Figure 1. The metal 2 layer.
Cells faint in the background.
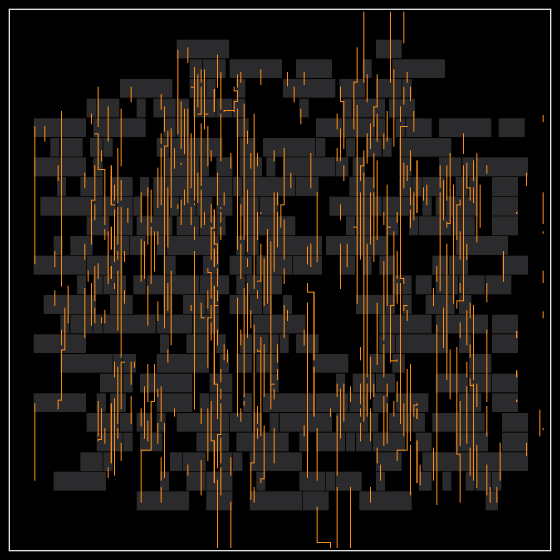
Figure 2. M1 wires.
The bar under the picture is 20 µm long. Supply wires on this layer in gray.
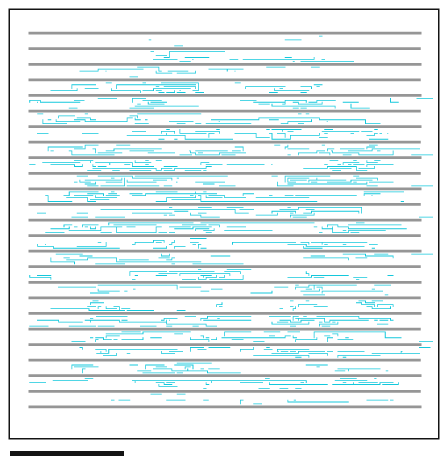
$ cat config.mk
export PLATFORM = sky130hd
export DESIGN_NAME = mmss_counter
export DESIGN_NICKNAME = d
export VERILOG_FILES = /design/src/rtl/mmss_pkg.sv /design/src/rtl/bcd_digit.sv /design/src/rtl/mmss_counter.sv
export SDC_FILE = /design/constraint.sdc
export NUM_CORES = 1
export LEC_CHECK = 0
export CAP_MARGIN = 25
export CORE_MARGIN = 3
export CORE_UTILIZATION = 48
export DETAILED_ROUTE_END_ITERATION = 6
export GPL_ROUTABILITY_DRIVEN = 1
export GPL_TIMING_DRIVEN = 0
export PLACE_DENSITY = 0.68
export SYNTH_ARGS = -nofsm -noshare
export SYNTH_HDL_FRONTEND = slang
export SYNTH_SLANG_ARGS = --single-unit
$ cat constraint.sdc
create_clock -name clk -period 4.6 [get_ports clk]
set_input_delay 1.38 -clock clk [delete_from_list [all_inputs] [get_ports clk]]
set_output_delay 1.38 -clock clk [all_outputs]
set_load 0.03 [all_outputs]
$ cat src/rtl/mmss_pkg.sv
// Shared types and constants for the mm:ss stopwatch counter.
//   state_e        : control FSM states (idle, running, paused)
//   *_MAX          : largest legal value of each BCD digit
//   *_W            : bit width of each digit bus
package mmss_pkg;

    typedef enum logic [1:0] {
        StIdle,
        StRun,
        StPause
    } state_e;

    localparam int unsigned SEC_ONES_MAX = 9;
    localparam int unsigned SEC_TENS_MAX = 5;
    localparam int unsigned MIN_ONES_MAX = 9;
    localparam int unsigned MIN_TENS_MAX = 5;

    localparam int unsigned SEC_ONES_W = 4;
    localparam int unsigned SEC_TENS_W = 3;
    localparam int unsigned MIN_ONES_W = 4;
    localparam int unsigned MIN_TENS_W = 3;

endpackage

$ cat src/rtl/bcd_digit.sv
// One stage of the ripple-carry digit chain.
//   clk, rst : clock and synchronous active-high reset
//   clr      : synchronous clear to zero
//   en       : advance the digit by one this cycle
//   value    : registered digit value, 0..MAX
//   carry    : combinational, high when this advance rolls the digit over
module bcd_digit #(
    parameter int unsigned MAX = 9,
    parameter int unsigned W   = 4
) (
    input  logic         clk,
    input  logic         rst,
    input  logic         clr,
    input  logic         en,
    output logic [W-1:0] value,
    output logic         carry
);

    // >= rather than == so an illegal out-of-range value recovers to 0 with a
    // carry on its next advance; identical to == for every reachable value.
    logic at_max;
    assign at_max = (value >= W'(MAX));
    assign carry  = en && at_max;

    always_ff @(posedge clk) begin
        if (rst || clr) begin
            value <= '0;
        end else if (en) begin
            value <= at_max ? '0 : value + W'(1);
        end
    end

endmodule

$ cat src/rtl/mmss_counter.sv
// Minutes:seconds BCD stopwatch, 00:00..59:59 with wrap-around.
//   TICK_DIV : clock cycles per counted second (>= 2)
//   clk, rst : clock and synchronous active-high reset
//   start    : pulse, begin/resume counting
//   stop     : pulse, pause counting (beats start)
//   clear    : pulse, back to 00:00 and idle (beats everything but rst)
//   nums_*   : registered BCD digits (seconds ones/tens, minutes ones/tens)
//   running  : registered, high while counting
//   sec_tick : one-cycle pulse in the first cycle new digits are visible
//   wrap     : one-cycle pulse with the 59:59 -> 00:00 sec_tick
module mmss_counter
    import mmss_pkg::*;
#(
    parameter int unsigned TICK_DIV = 50_000_000
) (
    input  logic                  clk,
    input  logic                  rst,
    input  logic                  start,
    input  logic                  stop,
    input  logic                  clear,
    output logic [SEC_ONES_W-1:0] nums_0_s,
    output logic [SEC_TENS_W-1:0] nums_1_s,
    output logic [MIN_ONES_W-1:0] nums_0_m,
    output logic [MIN_TENS_W-1:0] nums_1_m,
    output logic                  running,
    output logic                  sec_tick,
    output logic                  wrap
);

    localparam int unsigned PW = (TICK_DIV > 1) ? $clog2(TICK_DIV) : 1;
    localparam logic [PW-1:0] PRESC_MAX = PW'(TICK_DIV - 1);

    state_e        state_q, state_d;
    logic [PW-1:0] presc_q, presc_d;
    logic          in_run;
    logic          fire;
    logic          carry_0_s, carry_1_s, carry_0_m, carry_1_m;

    assign in_run = (state_q == StRun);
    // A stop or clear landing on the last prescaler cycle swallows the tick.
    assign fire   = in_run && !stop && !clear && (presc_q == PRESC_MAX);

    always_comb begin
        state_d = state_q;
        if (clear) begin
            state_d = StIdle;
        end else begin
            unique case (state_q)
                StIdle:  if (start && !stop) state_d = StRun;
                StRun:   if (stop) state_d = StPause;
                StPause: if (start && !stop) state_d = StRun;
                default: state_d = StIdle;
            endcase
        end
    end

    // Prescaler holds outside RUN so a resume finishes the partial second.
    always_comb begin
        presc_d = presc_q;
        if (clear) begin
            presc_d = '0;
        end else if (in_run && !stop) begin
            presc_d = (presc_q == PRESC_MAX) ? '0 : presc_q + PW'(1);
        end
    end

    always_ff @(posedge clk) begin
        if (rst) begin
            state_q  <= StIdle;
            presc_q  <= '0;
            running  <= 1'b0;
            sec_tick <= 1'b0;
            wrap     <= 1'b0;
        end else begin
            state_q  <= state_d;
            presc_q  <= presc_d;
            running  <= (state_d == StRun);
            sec_tick <= fire;
            wrap     <= carry_1_m;
        end
    end

    bcd_digit #(
        .MAX (SEC_ONES_MAX),
        .W   (SEC_ONES_W)
    ) u_sec_ones (
        .clk   (clk),
        .rst   (rst),
        .clr   (clear),
        .en    (fire),
        .value (nums_0_s),
        .carry (carry_0_s)
    );

    bcd_digit #(
        .MAX (SEC_TENS_MAX),
        .W   (SEC_TENS_W)
    ) u_sec_tens (
        .clk   (clk),
        .rst   (rst),
        .clr   (clear),
        .en    (carry_0_s),
        .value (nums_1_s),
        .carry (carry_1_s)
    );

    bcd_digit #(
        .MAX (MIN_ONES_MAX),
        .W   (MIN_ONES_W)
    ) u_min_ones (
        .clk   (clk),
        .rst   (rst),
        .clr   (clear),
        .en    (carry_1_s),
        .value (nums_0_m),
        .carry (carry_0_m)
    );

    bcd_digit #(
        .MAX (MIN_TENS_MAX),
        .W   (MIN_TENS_W)
    ) u_min_tens (
        .clk   (clk),
        .rst   (rst),
        .clr   (clear),
        .en    (carry_0_m),
        .value (nums_1_m),
        .carry (carry_1_m)
    );

endmodule

==> flow_results.org <==
#+TITLE: Physical design notes

** Power and ir drop
- Clock power frac :: 42.9%

** Global route
- The first global-routing pass estimated 7780 µm of wire.

** Setup path
- Slack of the worst reg-to-reg path :: 2.07 ns
- CP startpoint kind :: input pin
- Per the OpenROAD timing report, the critical path contains 7 cells.
- In this run the worst setup path begins at stop.
- CP Capture Type :: flop

** Run status
- Result of the run :: finished, final reports clean

** Place
- Total half-perimeter wirelength after legalization and detailed placement :: 3230 µm
- Total of buffers placed on input and output ports :: 21
- Final weighted congestion in routability-driven placement :: 0.822

** Timing
- Number of failing setup endpoints in the final timing report :: 0
- Setup repair after global routing missed its margin :: false
- Cycle use final :: roughly four fifths

** Routing
- Count of vias placed by the detailed router :: 1869
- Residual DRC :: 0

** Floorplan
- For this design the top-level I/O count stands at 22.
- Core Footprint :: 0.00447 mm²

** Clock tree
- In this run the post-CTS setup repair buffer count came out at 0.
- CTS HTree Levels :: 2

** Synthesis
- Prevailing logic family in the synthesized netlist :: simple AND/OR/NAND/NOR gates
- Cells in synth_stat.txt :: roughly 260
- Yosys reported that registers with async set or reset make up 0%.
- Of the post-synthesis cell area, the part taken by muxes is under 10%.
- Biggest area contributors in the synthesized netlist :: sky130_fd_sc_hd__dfxtp_1, sky130_fd_sc_hd__nor2_1, sky130_fd_sc_hd__ha_1

** Finish
- Multi-input gates :: roughly 200
## Picture notes: Figure 1
main direction: vertical
longest straight run: 34.3 µm
share of all routed wire: 46%
nets with wire on the layer: 245
wire length on this layer: 2040 µm

## Picture notes: Figure 2
wire length on this layer: 2170 µm
main direction: horizontal
longest straight run: 30.4 µm
share of all routed wire: 49%
nets with wire on the layer: 279

==> metrics by stage <==
stage | power [mW] | area, µm² | util (%) | std cells | hold slack, ns
after global placement | 0.419 | 2540 | 56.9 | 332 | 0.468
after detailed placement | 0.419 | 2540 | 56.9 | 332 | 0.481
final | 0.717 | 2660 | 59.5 | 340 | 0.494
after CTS | 0.726 | 2660 | 59.5 | 340 | 0.493
after floorplan | 0.410 | 2270 | - | 259 | 0.452
after global routing | 0.746 | 2660 | 59.5 | 340 | 0.543
==> cell usage after synthesis (3+ instances only) <==
library cell               instances
sky130_fd_sc_hd__ha_1             11
sky130_fd_sc_hd__nand3_1          12
sky130_fd_sc_hd__and2_1            3
sky130_fd_sc_hd__o21ai_0           5
sky130_fd_sc_hd__xor2_1            9
sky130_fd_sc_hd__or3_1             5
sky130_fd_sc_hd__or4_1             3
sky130_fd_sc_hd__inv_1            12
sky130_fd_sc_hd__or2_2             3
sky130_fd_sc_hd__and3_1            4
sky130_fd_sc_hd__xnor2_1          14
sky130_fd_sc_hd__mux2i_1           4
sky130_fd_sc_hd__buf_2             3
sky130_fd_sc_hd__nor3_1            3
sky130_fd_sc_hd__dfxtp_1          45
sky130_fd_sc_hd__nor2_1           46
sky130_fd_sc_hd__a21oi_1          12
sky130_fd_sc_hd__nand4_1           8
sky130_fd_sc_hd__nor4_1            6
sky130_fd_sc_hd__nand2_1          17
sky130_fd_sc_hd__nand4b_1          3
==> layer usage <==
metal	vias to the layer above	GRT usage, %	wire length, µm
li1	969	-	-
met1	861	23.2	2170
met2	31	28.8	2040
met3	8	4.81	150
met4	0	7.11	53
met5	-	0	0
Power is estimated from default activity; no workload was simulated.
